<file path="src/rtl/serial_rx_pkg.sv">
// Shared definitions for the serial word receiver: FSM state encoding and parity sense.
package serial_rx_pkg;

  typedef enum logic [1:0] {
    IDLE   = 2'd0,
    SHIFT  = 2'd1,
    PARITY = 2'd2
  } rxState_t;

  // XOR over data bits plus parity bit must equal this value for a good frame.
  localparam logic PARITY_EVEN = 1'b0;

endpackage

</file>
<file path="src/rtl/serial_rx_holding_stage.sv">
// Holding register with valid/ready handshake; a word offered while the register is full and
// not being consumed is dropped and flagged as a sticky overrun.
module serial_rx_holding_stage #(
  parameter int WORD_WIDTH = 16
) (
  input  logic                  clock,
  input  logic                  resetN,
  input  logic                  loadRequest,
  input  logic [WORD_WIDTH-1:0] loadWord,
  input  logic                  wordReady,
  input  logic                  clearErrors,
  output logic                  wordValid,
  output logic [WORD_WIDTH-1:0] parallelOutput,
  output logic                  overrunError
);

  logic wordValidReg;
  logic [WORD_WIDTH-1:0] holdReg;
  logic overrunReg;
  logic canLoad;

  // Free when empty, or when the current word leaves on this very edge.
  assign canLoad = !wordValidReg || wordReady;

  always_ff @(posedge clock) begin
    if (!resetN) begin
      wordValidReg <= 1'b0;
      holdReg      <= '0;
      overrunReg   <= 1'b0;
    end else begin
      if (loadRequest && canLoad) begin
        holdReg      <= loadWord;
        wordValidReg <= 1'b1;
      end else if (wordValidReg && wordReady) begin
        wordValidReg <= 1'b0;
      end

      if (loadRequest && !canLoad) begin
        overrunReg <= 1'b1;
      end else if (clearErrors) begin
        overrunReg <= 1'b0;
      end
    end
  end

  assign wordValid      = wordValidReg;
  assign parallelOutput = holdReg;
  assign overrunError   = overrunReg;

endmodule

</file>
<file path="src/rtl/serial_word_receiver.sv">
// LSB-first serial-to-parallel receiver feeding a valid/ready holding stage.
// Define SERIAL_RX_PARITY_EN to append and check an even-parity bit after each data word.
module serial_word_receiver
  import serial_rx_pkg::*;
#(
  parameter int WORD_WIDTH = 16
) (
  input  logic                  clock,
  input  logic                  resetN,
  input  logic                  enable,
  input  logic                  startFrame,
  input  logic                  serialValid,
  input  logic                  serialInput,
  input  logic                  wordReady,
  input  logic                  clearErrors,
  output logic                  wordValid,
  output logic [WORD_WIDTH-1:0] parallelOutput,
  output logic                  busy,
  output logic                  overrunError,
  output logic                  parityError
);

  localparam int COUNT_WIDTH = $clog2(WORD_WIDTH + 1);
  localparam logic [COUNT_WIDTH-1:0] LAST_BIT = COUNT_WIDTH'(WORD_WIDTH - 1);

  rxState_t stateReg, stateNext;
  logic [COUNT_WIDTH-1:0] bitCountReg, bitCountNext;
  logic [WORD_WIDTH-1:0]  shiftReg, shiftNext, shiftedWord;
  logic                   loadRequest;
  logic [WORD_WIDTH-1:0]  loadWord;

  // Right shift with the incoming bit entering at the MSB.
  generate
    for (genvar gi = 0; gi < WORD_WIDTH - 1; gi++) begin : gShift
      assign shiftedWord[gi] = shiftReg[gi+1];
    end
  endgenerate
  assign shiftedWord[WORD_WIDTH-1] = serialInput;

`ifdef SERIAL_RX_PARITY_EN
  logic parityFail;
  logic parityErrorReg;
`endif

  always_comb begin
    stateNext    = stateReg;
    bitCountNext = bitCountReg;
    shiftNext    = shiftReg;
    loadRequest  = 1'b0;
    loadWord     = shiftedWord;
`ifdef SERIAL_RX_PARITY_EN
    parityFail   = 1'b0;
`endif
    if (enable) begin
      case (stateReg)
        IDLE: begin
          if (startFrame) begin
            stateNext    = SHIFT;
            bitCountNext = '0;
          end
        end
        SHIFT: begin
          if (serialValid && bitCountReg == LAST_BIT) begin
            shiftNext    = shiftedWord;
            bitCountNext = '0;
`ifdef SERIAL_RX_PARITY_EN
            // Data is not yet a complete frame, so startFrame simply restarts.
            stateNext    = startFrame ? SHIFT : PARITY;
`else
            loadRequest  = 1'b1;
            stateNext    = startFrame ? SHIFT : IDLE;
`endif
          end else if (startFrame) begin
            bitCountNext = '0;
          end else if (serialValid) begin
            shiftNext    = shiftedWord;
            bitCountNext = bitCountReg + COUNT_WIDTH'(1);
          end
        end
        PARITY: begin
`ifdef SERIAL_RX_PARITY_EN
          if (serialValid) begin
            if (((^shiftReg) ^ serialInput) == PARITY_EVEN) begin
              loadRequest = 1'b1;
              loadWord    = shiftReg;
            end else begin
              parityFail  = 1'b1;
            end
            stateNext    = startFrame ? SHIFT : IDLE;
            bitCountNext = '0;
          end else if (startFrame) begin
            stateNext    = SHIFT;
            bitCountNext = '0;
          end
`else
          stateNext = IDLE;
`endif
        end
        default: stateNext = IDLE;
      endcase
    end
  end

  always_ff @(posedge clock) begin
    if (!resetN) begin
      stateReg    <= IDLE;
      bitCountReg <= '0;
      shiftReg    <= '0;
    end else begin
      stateReg    <= stateNext;
      bitCountReg <= bitCountNext;
      shiftReg    <= shiftNext;
    end
  end

  assign busy = (stateReg != IDLE);

`ifdef SERIAL_RX_PARITY_EN
  always_ff @(posedge clock) begin
    if (!resetN) begin
      parityErrorReg <= 1'b0;
    end else if (parityFail) begin
      parityErrorReg <= 1'b1;
    end else if (clearErrors) begin
      parityErrorReg <= 1'b0;
    end
  end
  assign parityError = parityErrorReg;
`else
  assign parityError = 1'b0;
`endif

  serial_rx_holding_stage #(
    .WORD_WIDTH(WORD_WIDTH)
  ) holdingStage (
    .clock         (clock),
    .resetN        (resetN),
    .loadRequest   (loadRequest),
    .loadWord      (loadWord),
    .wordReady     (wordReady),
    .clearErrors   (clearErrors),
    .wordValid     (wordValid),
    .parallelOutput(parallelOutput),
    .overrunError  (overrunError)
  );

endmodule

</file>
<file path="config.mk">
export PLATFORM = sky130hd
export DESIGN_NAME = serial_word_receiver
export DESIGN_NICKNAME = d
export VERILOG_FILES = /design/src/rtl/serial_rx_pkg.sv /design/src/rtl/serial_rx_holding_stage.sv /design/src/rtl/serial_word_receiver.sv
export SDC_FILE = /design/constraint.sdc
export NUM_CORES = 1
export LEC_CHECK = 0
export CORE_MARGIN = 4
export CORE_UTILIZATION = 40
export CTS_BUF_LIST = sky130_fd_sc_hd__clkbuf_8
export CTS_CLUSTER_DIAMETER = 50
export DETAILED_ROUTE_END_ITERATION = 12
export GPL_ROUTABILITY_DRIVEN = 0
export PLACE_DENSITY = 0.6
export SYNTH_ARGS = -nofsm -noshare
export SYNTH_HDL_FRONTEND = slang
export SYNTH_SLANG_ARGS = --single-unit
</file>
<file path="constraint.sdc">
create_clock -name clock -period 2 [get_ports clock]
set_input_delay 0.6 -clock clock [delete_from_list [all_inputs] [get_ports clock]]
set_output_delay 0.6 -clock clock [all_outputs]
set_load 0.02 [all_outputs]
</file>
Fig. 1: run 1, register map, names as in the netlist
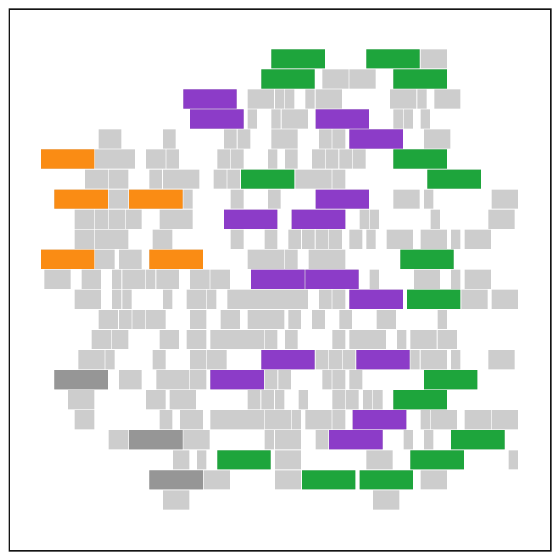
[`bitCountReg`] orange | flops: 5
[`shiftReg`] purple | flops: 15
[`holdingStage.parallelOutput`] green | flops: 16
not coloured: 3
flop share of the area: 35.99%
flip-flop and latch area: 780.7 µm²

Fig. 2: run 1, wiring by layer
Bar = 20 µm. Only two layers are drawn.
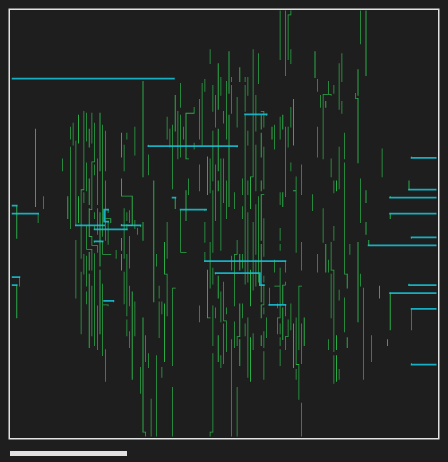
[M2] green | wire length: 1,710 µm
[M3] cyan | wire length: 165 µm

==> results.txt, run 1 <==
Flow results.

- As reported, the later end of the worst-skew pair has a clock insertion delay of a little under 300 ps.
- In this run the worst hold path is classified as flop to flop.
- The total power of the final layout is 1.545 mW.
- The xor-xnor portion of the synthesized cell area is 0%.
- The core outline area is approximately 4100 µm².
- The post-route clock period utilization is 92.28%.
- Summed over all layers, the global routing overflow is 0.
- The yosys stat cell total is 194.
- The final layout contains a sequential cell count of 39.
- The shortest clock period the worst path allows after layout is about 1800 ps.
- The number of antenna violations at the first check in global routing is 0.
- The non-clock buffer count in the final layout is about 40.
- By area, the combinational part of the netlist is dominated by simple AND/OR/NAND/NOR gates.
- The setup slack of the critical path after layout is between 150 and 200 ps.
- Counting flops with a built-in enable in the synthesized netlist gives 0.
- The number of warnings issued by yosys is 0.
- The detail route stage leaves a number of antenna-violating nets equal to 0.
- The iteration count of the initial detailed-routing pass is 5.
- The number of nets at floorplan is 204.
- The multi-input logic portion of the cell area is roughly 37%.
- Following the worst setup path forward leads to its endpoint at parallelOutput[15].
- The fraction of final cell area spent on non-clock buffers in this run is between 10% and 20%.
- STA shows the worst min-delay path finishing at holdingStage.parallelOutput[4].
- The area recorded from the Yosys report for this design is around 1700 µm².
- On the final layout, the worst hold slack is ~450 ps.
- According to the floorplan log, the row count is 23.
- The top cell type in the final layout, fill and taps aside, is dfxtp_1.
- The overall die size recorded for this design is between 5000 and 6000 µm².
- In the layout the commonest cells are 39 x dfxtp_1, 35 x nand2_1, 26 x clkdlybuf4s50_1, 18 x a21oi_1, 17 x nand3_1.
- The detailed router finished its first iteration with 82 violations.
- The source of the worst register-to-register timing path is bitCountReg[0].
- Counting flops with an async set or reset pin after synthesis yields a share of 0%.
- The register with the most flip-flops in the layout has 16 of them.
- The count of clock-net buffers in the final layout is 6.
- The run finished with clean final reports.
- The post-synthesis sequential element count is 39.
- The floorplan step records an initial core utilization of a little over two fifths.
- Per report_power, the Clock row totals around 670 µW.
- After synthesis, flip-flops and latches occupy ~46% of the total area.
- The met3 demand-to-capacity share in global routing is between 3 and 4%.
- The power report puts the net switching power at 324.4 µW.
- Per the CTS log, the root buffer master is clkbuf_8.
- The number of non-clock inverters in the layout is 5.
- The number of gates given a new drive strength after cts is 0.
- The multi-input combinational cell area is roughly 800 µm².
- The routed design shows a via density per instance of between 5 and 6.
- The largest part of the power goes to registers.
- The per-instance average area after synthesis is between 8 and 9 µm².
- The global router reports that the layer with the highest usage is met2.
- The top cell type by instance count after synthesis is dfxtp_1.
- Per the synthesis report, the single largest cell type by area occupies 45.81% of cell area.
- Summed over all instances, the cell type with the most area after synthesis is dfxtp_1.
- The worst flop-to-flop path endpoint is holdingStage.parallelOutput[10].
- Summing over the stages, the warning tally comes to 26.
- For reference, the most critical setup path is categorized as flop to output pin.
- The routing usage on met2 is between 20% and 30%.
- In the power breakdown, the internal column shows 1.221 mW.
- The number of buffers on the longest clock path is 2.
- The most frequently used flop master after synthesis is dfxtp_1.
- The relative area change from synthesis to final layout is 27.31%.
Fig. 3: run 1, wiring heat map
Bar = 20 µm. The die is cut into 15 by 15 equal tiles; black is low, pale yellow is high, scaled to the fullest tile. Values are wire area over tile area, all layers added.
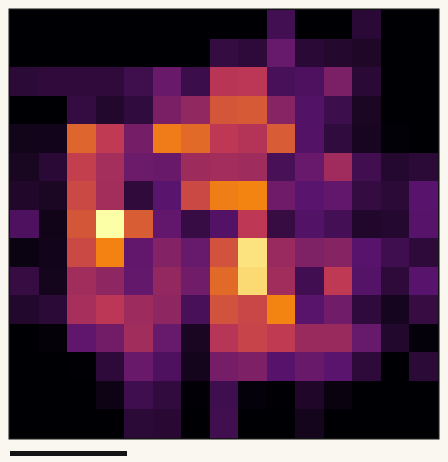
mean over tiles: 0.10
fullest tile: 0.48
emptiest ninth of the die: upper right
nearly empty tiles: 25%
densest ninth of the die: centre
tiles over half the peak: 13%
wire length per cell: 12.79 µm
vias after detailed routing: 1,443
overall fraction of global-route tracks in use: 13.20%
Routed Wire Length: 3531 µm

## Run 2: what changed since run 1
- DONT_BUFFER_PORTS: unset -> 1
- PLACE_DENSITY: 0.6 -> 0.51
- clock period: 2 -> 2.2 ns (I/O delays scaled with it)
Fig. 4: run 2, wiring by layer
Bar = 20 µm. Only two layers are drawn.
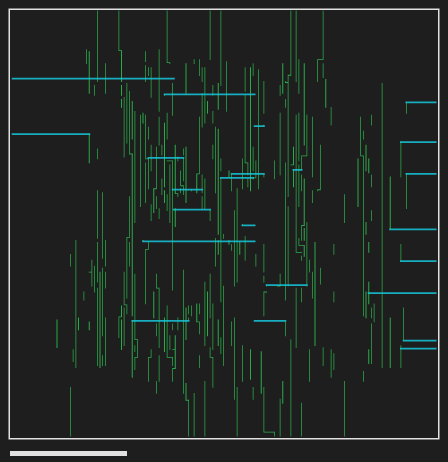
[M3] cyan | wire length: 183 µm
[M2] green | wire length: 1,630 µm

==> run 2 against run 1 <==
  * Synthesized cell count did not move
  * Sequential share of layout area rose by 7.2 points
  * Final cell count fell by 13%
  * Worst hold slack improved by 18 ps
  * Combinational power fell by 59%
  * Core utilization fell by 8.9 points
  * Sequential power fell by 9.1%
  * Clock power fell by 16%
  * Die size did not move
  * Critical endpoint is now holdingStage.parallelOutput[6]
==> results.txt, run 2 <==
Flow results.

- The source of the worst register-to-register timing path is bitCountReg[0] (unchanged).
- The fraction of post-synthesis cell area in the top cell type by area was 45.81% (unchanged).
- The critical path start-end classification is flop to flop (was flop to output pin).
- The fraction of area in non-clock buffers is 2.355% (was 17.99%).
- The met3 demand-to-capacity share in global routing is 4.925% (was 3.830%).
- The number of non-clock inverters in the layout is 5 (unchanged).
- The number of enable-type register cells in the synthesized netlist is 0 (unchanged).
- The multi-input combinational cell area is 799.5 µm² (unchanged).
- The number of warnings issued by yosys is 0 (unchanged).
- The biggest combinational cell group after synthesis is simple AND/OR/NAND/NOR gates (unchanged).
- The met1 routed wirelength after detailed routing was 1501 µm (was 1615 µm).
- The sequential area share after synthesis is 45.81% (unchanged).
- The global routing usage summed across all routing layers came to 14.10% (was 13.20%).
- The top cell type by instance count after synthesis is dfxtp_1 (unchanged).
- The multi-input logic portion of the cell area was 44.25% (was 36.85%).
- The final antenna-violating net count was 0 (unchanged).
- The sum of routed wire length over all layers is 3375 µm (was 3531 µm).
- The total non-filler cell area in the finished layout is 1807 µm² (was 2170 µm²).
- The most utilized layer in the global route result is met2 (unchanged).
- Top cells, area: dfxtp_1 46%, mux2i_1 9.4%, nand2_1 7.7%, a21oi_1 5.3%, nand3_1 5.0% (unchanged).
- The register cell area after layout is 780.7 µm² (unchanged).
- The sequential cell count was 39 (unchanged).
- The startpoint of the most critical hold path is shiftReg[1] (was holdingStage.parallelOutput[4]).
- The post-synthesis sequential element count is 39 (unchanged).
- The sequential portion of the cell area is 43.21% (was 35.99%).
- The count of clock-net buffers in the final layout is 5 (was 6).
- The per-instance average area after synthesis was 8.784 µm² (unchanged).
- The number of gates given a new drive strength after cts came to 0 (unchanged).
- The cell-internal power is 1.046 mW (was 1.221 mW).
- The post-synthesis cell type with the largest combined area is dfxtp_1 (unchanged).
- The number of OpenROAD warnings came to 26 (unchanged).
- The per-cell via count in the routed design is 5.331 (was 5.228).
- The shortest clock period the worst path allows after layout is 1967 ps.
- The async set or reset register ratio after synthesis was 0% (unchanged).
- Most instantiated cells after synthesis: 39 x dfxtp_1, 35 x nand2_1, 18 x a21oi_1 (unchanged).
- The number of DRC markers in iteration 0 was 92 (was 82).
- The overall overflow remaining after global route is 0 (unchanged).
- The yosys stat cell total is 194 (unchanged).
- The biggest power consumer among the groups is registers (unchanged).
- The cell at the root of the clock tree is clkbuf_8 (unchanged).
- The iteration count of the initial detailed-routing pass is 4 (was 5).
- The setup slack of the critical path after layout is 233.5 ps (was 154.4 ps).
- Most frequently placed logic cells in the final layout: 39 x dfxtp_1, 35 x nand2_1, 18 x a21oi_1, 17 x nand3_1, 16 x mux2i_1 (was 39 x dfxtp_1, 35 x nand2_1, 26 x clkdlybuf4s50_1, 18 x a21oi_1, 17 x nand3_1).
- The clock latency of the later-clocked register in the worst-skew pair came to 290 ps (about the same).
- The xor-xnor portion of the synthesized cell area is 0% (unchanged).
- The total power of the final layout is 1.314 mW (was 1.545 mW).
- The total number of vias is 1,274 (was 1,443).
- Run status: complete, no violations (unchanged).
- The routed length per instance came to 14.12 µm (was 12.79 µm).
- The endpoint of the worst hold-timing path was holdingStage.parallelOutput[0] (was holdingStage.parallelOutput[4]).
- The area of the chip is 5368 µm² (unchanged).
- The top logic cell by instance count in the layout is dfxtp_1 (unchanged).
- The clock distribution power was 567 µW (was 673 µW).
- The relative area change from synthesis to final layout is 6.020% (was 27.31%).
- The number of nets at floorplan is 204 (unchanged).
- The routing usage on met2 is 22.44% (was 22.94%).
- The floorplan row count is 23 (unchanged).
- The class of the most critical hold timing path is flop to flop (unchanged).
- The most frequently used flop master after synthesis is dfxtp_1 (unchanged).
- The fill cell instance count of the final layout was 416 (was 376).
- The floorplan-stage core utilization is 42.00% (unchanged).
- The last element of the critical path is holdingStage.parallelOutput[6] (was parallelOutput[15]).
- The number of flip-flops in the largest register is 16 (unchanged).
- The worst flop-to-flop path endpoint is holdingStage.parallelOutput[6] (was holdingStage.parallelOutput[10]).
Power is estimated from default activity; no workload was simulated.
